File: src/rtl/jtag_axi_txn_master.sv
// JTAG debug bridge AXI4-Lite master: pops {rnw,addr,wdata,wstrb}, runs one transaction, pushes {rdata,timeout,resp}.
// Latency: 4 cycles pop-to-push with an always-ready slave; exactly one transaction outstanding.
// Backpressure: holds in PUSH while the response FIFO is full; JTAG_AXI_TIMEOUT_EN adds an AXI stall abort.
module jtag_axi_txn_master #(
   parameter int ADDR_WIDTH     = 32,
   parameter int DATA_WIDTH     = 32,
   parameter int TIMEOUT_CYCLES = 4096
) (
   input  logic                                        clk,
   input  logic                                        rst,
   input  logic                                        req_empty_i,
   input  logic [ADDR_WIDTH+DATA_WIDTH+DATA_WIDTH/8:0] req_data_i,
   output logic                                        req_pop_o,
   input  logic                                        resp_full_i,
   output logic                                        resp_push_o,
   output logic [DATA_WIDTH+2:0]                       resp_data_o,
   output logic [ADDR_WIDTH-1:0]                       m_awaddr,
   output logic [2:0]                                  m_awprot,
   output logic                                        m_awvalid,
   input  logic                                        m_awready,
   output logic [DATA_WIDTH-1:0]                       m_wdata,
   output logic [DATA_WIDTH/8-1:0]                     m_wstrb,
   output logic                                        m_wvalid,
   input  logic                                        m_wready,
   input  logic [1:0]                                  m_bresp,
   input  logic                                        m_bvalid,
   output logic                                        m_bready,
   output logic [ADDR_WIDTH-1:0]                       m_araddr,
   output logic [2:0]                                  m_arprot,
   output logic                                        m_arvalid,
   input  logic                                        m_arready,
   input  logic [DATA_WIDTH-1:0]                       m_rdata,
   input  logic [1:0]                                  m_rresp,
   input  logic                                        m_rvalid,
   output logic                                        m_rready,
   output logic                                        busy_o
);
   localparam int STRB_WIDTH = DATA_WIDTH / 8;
   localparam int REQ_WIDTH  = 1 + ADDR_WIDTH + DATA_WIDTH + STRB_WIDTH;

   if (DATA_WIDTH != 32 && DATA_WIDTH != 64) begin : g_bad_data_width
      $error("jtag_axi_txn_master: DATA_WIDTH must be 32 or 64");
   end
   if (TIMEOUT_CYCLES < 2) begin : g_bad_timeout
      $error("jtag_axi_txn_master: TIMEOUT_CYCLES must be at least 2");
   end

   typedef enum logic [2:0] {
      IDLE, WR_ADDR_DATA, WR_RESP, RD_ADDR, RD_DATA, PUSH
   } state_t;

   state_t                 state, state_nxt;
   logic [REQ_WIDTH-2:0]   req_q;
   logic [DATA_WIDTH+2:0]  resp_q, resp_nxt;
   logic                   aw_done, w_done;
   logic                   run_q;
   logic                   timeout;

   // rnw is consumed at pop time, so only {addr, wdata, wstrb} is held
   assign m_awaddr    = req_q[REQ_WIDTH-2 -: ADDR_WIDTH];
   assign m_araddr    = req_q[REQ_WIDTH-2 -: ADDR_WIDTH];
   assign m_wdata     = req_q[STRB_WIDTH +: DATA_WIDTH];
   assign m_wstrb     = req_q[STRB_WIDTH-1:0];
   assign m_awprot    = 3'b000;
   assign m_arprot    = 3'b000;
   assign resp_data_o = resp_q;
   assign busy_o      = (state != IDLE);

`ifdef JTAG_AXI_TIMEOUT_EN
   localparam int CNT_WIDTH = $clog2(TIMEOUT_CYCLES + 1);
   logic [CNT_WIDTH-1:0] cnt;

   always_ff @(posedge clk or negedge rst) begin
      if (!rst)                             cnt <= '0;
      else if (state == IDLE || state == PUSH) cnt <= '0;
      else                                  cnt <= cnt + 1'b1;
   end

   // Fires on the last cycle valid/ready is still driven, so a handshake that cycle wins
   assign timeout = (cnt == CNT_WIDTH'(TIMEOUT_CYCLES - 1));
`else
   assign timeout = 1'b0;
`endif

   always_comb begin
      state_nxt   = state;
      resp_nxt    = resp_q;
      req_pop_o   = 1'b0;
      resp_push_o = 1'b0;
      m_awvalid   = 1'b0;
      m_wvalid    = 1'b0;
      m_bready    = 1'b0;
      m_arvalid   = 1'b0;
      m_rready    = 1'b0;
      case (state)
         IDLE: begin
            if (run_q && !req_empty_i) begin
               req_pop_o = 1'b1;
               state_nxt = req_data_i[REQ_WIDTH-1] ? RD_ADDR : WR_ADDR_DATA;
            end
         end
         WR_ADDR_DATA: begin
            m_awvalid = !aw_done;
            m_wvalid  = !w_done;
            if ((aw_done || m_awready) && (w_done || m_wready)) begin
               state_nxt = WR_RESP;
            end else if (timeout) begin
               state_nxt = PUSH;
               resp_nxt  = {{DATA_WIDTH{1'b0}}, 1'b1, 2'b10};
            end
         end
         WR_RESP: begin
            m_bready = 1'b1;
            if (m_bvalid) begin
               state_nxt = PUSH;
               resp_nxt  = {{DATA_WIDTH{1'b0}}, 1'b0, m_bresp};
            end else if (timeout) begin
               state_nxt = PUSH;
               resp_nxt  = {{DATA_WIDTH{1'b0}}, 1'b1, 2'b10};
            end
         end
         RD_ADDR: begin
            m_arvalid = 1'b1;
            if (m_arready) begin
               state_nxt = RD_DATA;
            end else if (timeout) begin
               state_nxt = PUSH;
               resp_nxt  = {{DATA_WIDTH{1'b0}}, 1'b1, 2'b10};
            end
         end
         RD_DATA: begin
            m_rready = 1'b1;
            if (m_rvalid) begin
               state_nxt = PUSH;
               resp_nxt  = {m_rdata, 1'b0, m_rresp};
            end else if (timeout) begin
               state_nxt = PUSH;
               resp_nxt  = {{DATA_WIDTH{1'b0}}, 1'b1, 2'b10};
            end
         end
         PUSH: begin
            if (!resp_full_i) begin
               resp_push_o = 1'b1;
               state_nxt   = IDLE;
            end
         end
         default: state_nxt = IDLE;
      endcase
   end

   // run_q keeps the pop strobe low while reset is asserted without using rst combinationally
   always_ff @(posedge clk or negedge rst) begin
      if (!rst) begin
         state   <= IDLE;
         req_q   <= '0;
         resp_q  <= '0;
         aw_done <= 1'b0;
         w_done  <= 1'b0;
         run_q   <= 1'b0;
      end else begin
         state  <= state_nxt;
         resp_q <= resp_nxt;
         run_q  <= 1'b1;
         if (req_pop_o) req_q <= req_data_i[REQ_WIDTH-2:0];
         if (state != WR_ADDR_DATA) begin
            aw_done <= 1'b0;
            w_done  <= 1'b0;
         end else begin
            if (m_awvalid && m_awready) aw_done <= 1'b1;
            if (m_wvalid && m_wready)   w_done  <= 1'b1;
         end
      end
   end
endmodule

File: config.mk
export PLATFORM = sky130hd
export DESIGN_NAME = jtag_axi_txn_master
export DESIGN_NICKNAME = d
export VERILOG_FILES = /design/src/rtl/jtag_axi_txn_master.sv
export SDC_FILE = /design/constraint.sdc
export NUM_CORES = 1
export LEC_CHECK = 0
export CORE_ASPECT_RATIO = 1.2
export CORE_MARGIN = 2
export CORE_UTILIZATION = 42
export CTS_CLUSTER_SIZE = 12
export DETAILED_ROUTE_END_ITERATION = 7
export PLACE_DENSITY = 0.86
export SYNTH_ARGS = -nofsm -noshare
export SYNTH_HDL_FRONTEND = slang
export SYNTH_SLANG_ARGS = --single-unit
File: constraint.sdc
create_clock -name clk -period 4.4 [get_ports clk]
set_input_delay 0.88 -clock clk [delete_from_list [all_inputs] [get_ports clk]]
set_output_delay 0.88 -clock clk [all_outputs]
set_load 0.05 [all_outputs]
==> impl_metrics.csv, run 1 <==
group,metric,value,unit
drt,drc,0,
drt,first_pass_iters,4,
cells_and_area,finalNetCount,633,
placed_design,placed_cells,640,
final_timing,min_period,3.37,ns
synthesis,top_cells_by_area,"dfrtp_1, mux2_4, buf_4",
floorplanning,die.size.y,121,µm
synthesis,synth.cell_area,4750,µm²
global_routing,overflow,0,
placed_design,placed_area,7060,µm²
flow_run,drv_cap,0,
final_timing,holdWs,0.503,ns
cells_and_area,logic_area,1600,µm²
worst_setup_path,crit_family,"buffers and inverters",
synthesis,synthCells,302,
drt,drt_iter0_drc,64,
synthesis,logic_family,"multiplexers",
floorplanning,pin_count,263,
worst_setup_path,cp-start-kind,"primary input",
final_timing,timing.final.crit_share,76.6,%
status,status,"completed",
worst_hold_path,holdPathEnd,"resp_data_o[14]$_DFFE_PN0P_",
cts,cts_tree,"built",
synthesis,ys_sh_xor,0,%
final_timing,timing.final.ws_setup,1.03,ns
worst_setup_path,critical_path.startpoint,"resp_full_i",
drt,wl_per_cell,18.2,µm
cts,ctsLongestPathBuffers,2,
global_routing,grt_max_degree,71,
flow_run,warnings,26,
worst_setup_path,worstSetupEndpointType,"output pin",
cts,cts_buffers,9,
worst_setup_path,critPathMaxFanout,2,
floorplanning,row_count,42,
synthesis,adder_share,0,%
worst_hold_path,hold_depth,1,
synthesis,ys.flops,108,
cts,h-tree-depth,3,
floorplanning,die_w,101,µm
synthesis,yosys_cells,302,
final_timing,slew_headroom,25.9,%
cells_and_area,seq_area,2700,µm²
cells_and_area,antenna_cells,0,
cells_and_area,largest_reg_flops,68,
worst_setup_path,cpMaxStageDelayCell,"clkdlybuf4s50_1",
final_timing,finalClockSkew,0.00567,ns
worst_setup_path,crit_chain,"clkdlybuf4s50_1, nor4bb_1, clkdlybuf4s50_1",
synthesis,ys_sh_simple,2.82,%
synthesis,muxShareOfSynthArea,22.6,%
cells_and_area,post-route-util,66.9,%
synthesis,yosysTopAreaCell,"dfrtp_1",
placed_design,place_ws,1.06,ns
final_timing,setup_viol_count_final,0,
floorplanning,core-area,11000,µm²
placed_design,dpl.hpwl,8.78,mm
final_timing,tns,0,ns
global_routing,grt_pass1_vias,3481,
cells_and_area,drive_gt1_share,17.9,%
synthesis,ys_chip_area,4750,µm²
worst_hold_path,hold_start,"resp_data_o[14]$_DFFE_PN0P_",
final_timing,hold_viol_final,0,
cts,cts_sinks,108,
worst_setup_path,r2r_start,"state[0]$_DFFE_PN0P_",
worst_setup_path,cp.depth,3,
cts,cts_setup_buffers,0,
final_timing,fmax,297,MHz
drt,via_per_inst,4.98,
worst_setup_path,crit_required,3.52,ns
drt,ant_nets,0,
cts,cts_root_buf,"clkbuf_16",
final_timing,tightest_slew,1.11,ns
floorplanning,initCoreUtil,43.1,%
worst_setup_path,crit_top_cell,"clkdlybuf4s50_1",
worst_setup_path,r2r_slack,2.16,ns
worst_setup_path,cp_num_buf_inv,2,
global_routing,grt_pass1_wl,18.2,mm
worst_setup_path,critPathKind,"primary input to output pin",
worst_hold_path,hold_class,"flip-flop to flip-flop",
synthesis,yosysTopAreaCellShare,56.9,%
cells_and_area,stdcell_count,656,
synthesis,synth-seq-area-share,56.9,%
synthesis,aoi_share,7.14,%
cells_and_area,stdcell_area,7380,µm²
global_routing,antenna_found_initial,0,
cts,post_cts_resized,0,
placed_design,gp_congestion,0.738,
worst_setup_path,reg2reg_to,"req_q[48]$_DFFE_PN0P_",
worst_setup_path,cp.arrival,2.49,ns
synthesis,ys.warnings.count,0,
global_routing,grtUsageTotal,19.1,%
cells_and_area,top_register,"req_q",
cells_and_area,syn_to_final_growth,55.3,%
worst_setup_path,reg2reg_depth,4,
final_timing,rsz0062_at_grt,"no",
cts,clk_latency,0.34,ns
cts,clkTransAtPathRegs,0.06,ns
placed_design,port_buffers,255,
synthesis,yosysUniqueCellTypes,30,
synthesis,syn_area_per_cell,15.7,µm²
floorplanning,die-area,12200,µm²
worst_setup_path,slowest_delay,0.86,ns
worst_setup_path,crit_path_end,"resp_push_o",
final_timing,drv_slew,0,
cells_and_area,fillCellCount,791,
cts,cts_hold_buf,0,
==> run 1: placed cells by master, fill, tap and decap left out, types with 2 or more instances in the layout <==
master	instances
a21o_1	2
a21oi_1	2
a22o_1	32
buf_12	2
buf_4	3
bufinv_16	2
clkbuf_1	2
clkbuf_16	9
clkdlybuf4s50_1	253
conb_1	8
dfrtp_1	108
mux2_2	5
mux2_4	67
nand3b_1	2
nor2_1	7
==> run 1: cells in the mapped netlist <==
| master | instances |
|---|---|
| mux2_4 | 67 |
| nor3b_2 | 1 |
| a21o_1 | 2 |
| o21ai_0 | 1 |
| mux2i_1 | 1 |
| buf_6 | 1 |
| a311o_1 | 1 |
| buf_2 | 6 |
| a22o_1 | 32 |
| nor2_1 | 7 |
| nor2b_1 | 1 |
| or4_1 | 1 |
| dfrtp_1 | 108 |
| or3_4 | 1 |
| or3b_1 | 1 |
| a221o_1 | 1 |
| nor4bb_1 | 2 |
| buf_12 | 7 |
| nor3b_1 | 1 |
| conb_1 | 2 |
| clkbuf_1 | 5 |
| nand3b_1 | 2 |
| nand2b_1 | 1 |
| o2bb2ai_1 | 1 |
| a21oi_1 | 2 |
| nor4_1 | 1 |
| and2_1 | 1 |
| buf_4 | 39 |
| inv_1 | 1 |
| mux2_2 | 5 |
==> run 1: per-layer routing <==
layer | vias to the layer above | part of all wire [%] | GRT usage, %
met4 | 0 | 1.8 | 7.85
li1 | 1453 | - | -
met3 | 17 | 8.3 | 5.03
met2 | 182 | 49 | 31.3
met5 | - | 0 | 0
met1 | 1612 | 41 | 23.9
==> run 1: area by class of cell <==
type | instances | share of cell area [%]
Tap cell | 132 | 2.24
Clock buffer | 12 | 3.34
Multi-Input combinational cell | 141 | 21.6
Inverter | 1 | 0.0508
Clock inverter | 4 | 0.983
Sequential cell | 108 | 36.6
Timing Repair Buffer | 258 | 35.2
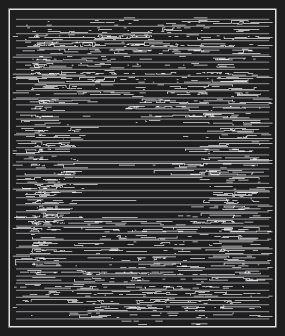
Figure 1: run 1, M1 wires.
Supply wires on this layer in grey.
longest straight run: 48.8 µm
main direction: horizontal
share of all routed wire: 41%
wire length on this layer: 4880 µm
nets with wire on the layer: 525

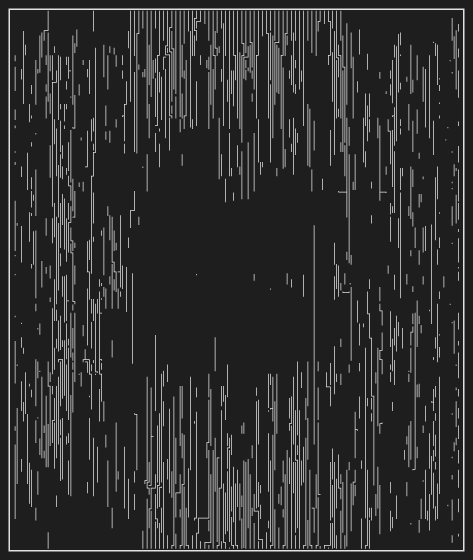
Figure 2: run 1, M2 wires.
longest straight run: 48.8 µm
nets with wire on the layer: 597
main direction: vertical
wire length on this layer: 5860 µm
share of all routed wire: 49%
met2 usage: 31.3%
vias post-DR: 3264
Routed WL: 11.9 mm

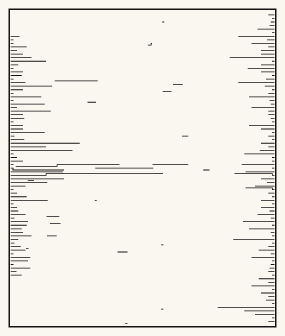
Figure 3: run 1, M3 wires.
wire length on this layer: 990 µm
share of all routed wire: 8.3%
longest straight run: 44.4 µm

==> run 2, diff against run 1 <==
--- a/config.mk
+++ b/config.mk
@@ -7,10 +7,10 @@
 export LEC_CHECK = 0
 export CORE_ASPECT_RATIO = 1.2
 export CORE_MARGIN = 2
-export CORE_UTILIZATION = 42
+export CORE_UTILIZATION = 35
 export CTS_CLUSTER_SIZE = 12
 export DETAILED_ROUTE_END_ITERATION = 7
-export PLACE_DENSITY = 0.86
+export PLACE_DENSITY = 0.77
 export SYNTH_ARGS = -nofsm -noshare
 export SYNTH_HDL_FRONTEND = slang
 export SYNTH_SLANG_ARGS = --single-unit
==> constraint.sdc (replaced) <==
create_clock -name clk -period 2.81 [get_ports clk]
set_input_delay 0.562 -clock clk [delete_from_list [all_inputs] [get_ports clk]]
set_output_delay 0.562 -clock clk [all_outputs]
set_load 0.05 [all_outputs]
==> run 2 against run 1 <==
  * Final area is 1.4% higher
  * Via count grew 0.67%
  * Critical endpoint is now m_arvalid
  * Largest cell class unchanged
  * Setup slack worse by 0.92 ns
  * Routed wire length up 1.0%
  * Critical path depth unchanged
==> impl_metrics.csv, run 2 <==
group,metric,value,unit
drt,via_per_inst,4.72,
worst_hold_path,hold_class,"primary input to async pin",
drt,wl_per_cell,17.3,µm
synthesis,top_cells_by_area,"dfrtp_1, mux2_4, buf_4",
flow_run,warnings,26,
global_routing,antenna_found_initial,0,
synthesis,ys.warnings.count,0,
cts,cts_tree,"built",
synthesis,edf_count,0,
synthesis,syn_area_per_cell,15.7,µm²
cells_and_area,stdcell_count,696,
floorplanning,core-area,13200,µm²
final_timing,rsz0062_at_grt,"no",
floorplanning,pin_count,263,
floorplanning,initCoreUtil,35.9,%
final_timing,setup_viol_count_final,0,
final_timing,slew_headroom,30.1,%
synthesis,synth-seq-area-share,56.9,%
global_routing,grt_max_degree,48,
cts,cts_root_buf,"clkbuf_16",
cells_and_area,top_register,"req_q",
synthesis,yosysUniqueCellTypes,30,
final_timing,min_period,2.70,ns
final_timing,drv_slew,0,
cells_and_area,seq_area,2700,µm²
worst_setup_path,critPathKind,"flip-flop to output pin",
cells_and_area,drive_gt1_share,19.5,%
floorplanning,die.size.y,132,µm
placed_design,placed_cells,680,
worst_setup_path,cp_num_buf_inv,1,
worst_setup_path,cpMaxStageDelayCell,"clkdlybuf4s50_1",
drt,drt_iter0_drc,107,
synthesis,yosys_cells,302,
drt,ant_nets,0,
synthesis,ys.flop_type,"dfrtp_1",
cts,cts_hold_buf,0,
synthesis,synthCells,302,
global_routing,grt_pass1_vias,3457,
cts,h-tree-depth,3,
global_routing,overflow,0,
placed_design,gp_congestion,0.749,
drt,first_pass_iters,4,
synthesis,muxShareOfSynthArea,22.6,%
cts,cts_sinks,108,
worst_setup_path,cp.arrival,2.13,ns
final_timing,timing.final.crit_share,95.9,%
drt,drc,0,
cts,cts_setup_buffers,0,
status,status,"completed",
final_timing,hold_viol_final,0,
final_timing,tightest_slew,1.05,ns
cells_and_area,largest_reg_flops,68,
cts,post_cts_resized,0,
cells_and_area,syn_to_final_growth,57.6,%
floorplanning,die-area,14500,µm²
cts,cts_buffers,9,
cells_and_area,final_common_cell,"clkdlybuf4s50_1",
worst_setup_path,slowest_delay,0.80,ns
worst_setup_path,crit_family,"buffers and inverters",
synthesis,aoi_share,7.14,%
final_timing,fmax,371,MHz
synthesis,logic_family,"multiplexers",
cts,clkTransAtPathRegs,0.07,ns
final_timing,finalClockSkew,0.00595,ns
placed_design,port_buffers,255,
worst_setup_path,crit_chain,"nor2b_1, and2_1, clkdlybuf4s50_1",
synthesis,ys_chip_area,4750,µm²
synthesis,adder_share,0,%
cells_and_area,lay_top_cells,"clkdlybuf4s50_1, dfrtp_1, mux2_4",
worst_setup_path,crit_required,2.25,ns
worst_setup_path,worstSetupEndpointType,"output pin",
cells_and_area,post-route-util,56.6,%
synthesis,async_flop_share,100,%
floorplanning,row_count,46,
worst_setup_path,critPathMaxFanout,13,
synthesis,post-synth-top-count-cell,"dfrtp_1",
synthesis,ys_top_cells_by_count,"dfrtp_1, mux2_4, buf_4",
flow_run,drv_cap,0,
global_routing,grtUsageTotal,16.2,%
cells_and_area,fillCellCount,1116,
synthesis,ys_sh_simple,2.82,%
cts,ctsLongestPathBuffers,2,
synthesis,synth.cell_area,4750,µm²
worst_setup_path,cp-start-kind,"flip-flop",
global_routing,grt_pass1_wl,18.4,mm
synthesis,ys_sh_xor,0,%
synthesis,yosysTopAreaCell,"dfrtp_1",
placed_design,dpl.hpwl,9.08,mm
floorplanning,die_w,110,µm
synthesis,ys.flops,108,
synthesis,yosysTopAreaCellShare,56.9,%
cts,clk_latency,0.34,ns
final_timing,tns,0,ns
cells_and_area,antenna_cells,0,
cells_and_area,logic_area,1600,µm²
cells_and_area,finalNetCount,637,
run 2: worst paths after layout:
check	from	to	slack, ns	cells past startpoint
max	state[1]$_DFFE_PN0P_	m_arvalid	0.11	3
min	rst	req_q[54]$_DFFE_PN0P_	0.21	1
max reg2reg	state[0]$_DFFE_PN0P_	req_q[27]$_DFFE_PN0P_	0.53	4
min reg2reg	resp_data_o[13]$_DFFE_PN0P_	resp_data_o[13]$_DFFE_PN0P_	0.51	1
max in group asynchronous	rst	resp_data_o[6]$_DFFE_PN0P_	1.92	2
min in group clk	resp_data_o[13]$_DFFE_PN0P_	resp_data_o[13]$_DFFE_PN0P_	0.51	1
run 2: layer usage:
| layer | vias up | track usage, % | wire [µm] |
|---|---|---|---|
| met3 | 20 | 5.80 | 1210 |
| met1 | 1633 | 18.1 | 4410 |
| li1 | 1460 | - | - |
| met4 | 0 | 5.28 | 289 |
| met2 | 173 | 28.2 | 6160 |
| met5 | - | 0 | 0 |
run 2: area by class of cell:
cell class              count  share of cell area [%]
flip-flops and latches    108                    36.1
repair buffers            262                    35.3
multi-input cells         141                    21.3
clock buffers               9                    3.01
well taps                 168                    2.81
clock inverters             7                    1.40
inverters                   1                  0.0501
run 2: metrics by stage:
| stage | setup slack (ns) | hold slack [ns] | cell area (µm²) |
|---|---|---|---|
| after floorplan | 0.155 | 0.266 | 4770 |
| after global placement | 0.364 | 0.489 | 7160 |
| after detailed placement | 0.316 | 0.490 | 7160 |
| after CTS | 0.0458 | 0.223 | 7490 |
| after global routing | 0.0378 | 0.252 | 7490 |
| final | 0.114 | 0.209 | 7490 |
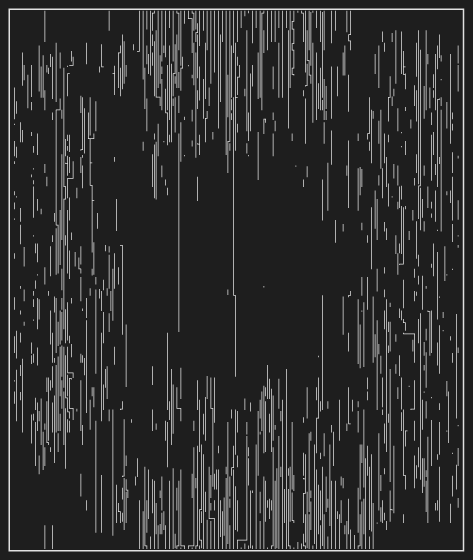
Figure 4: run 2, M2 wires.
nets with wire on the layer: 598
share of all routed wire: 51%
main direction: vertical
met2 usage: 28.2%
vias post-DR: 3286
Routed WL: 12.1 mm

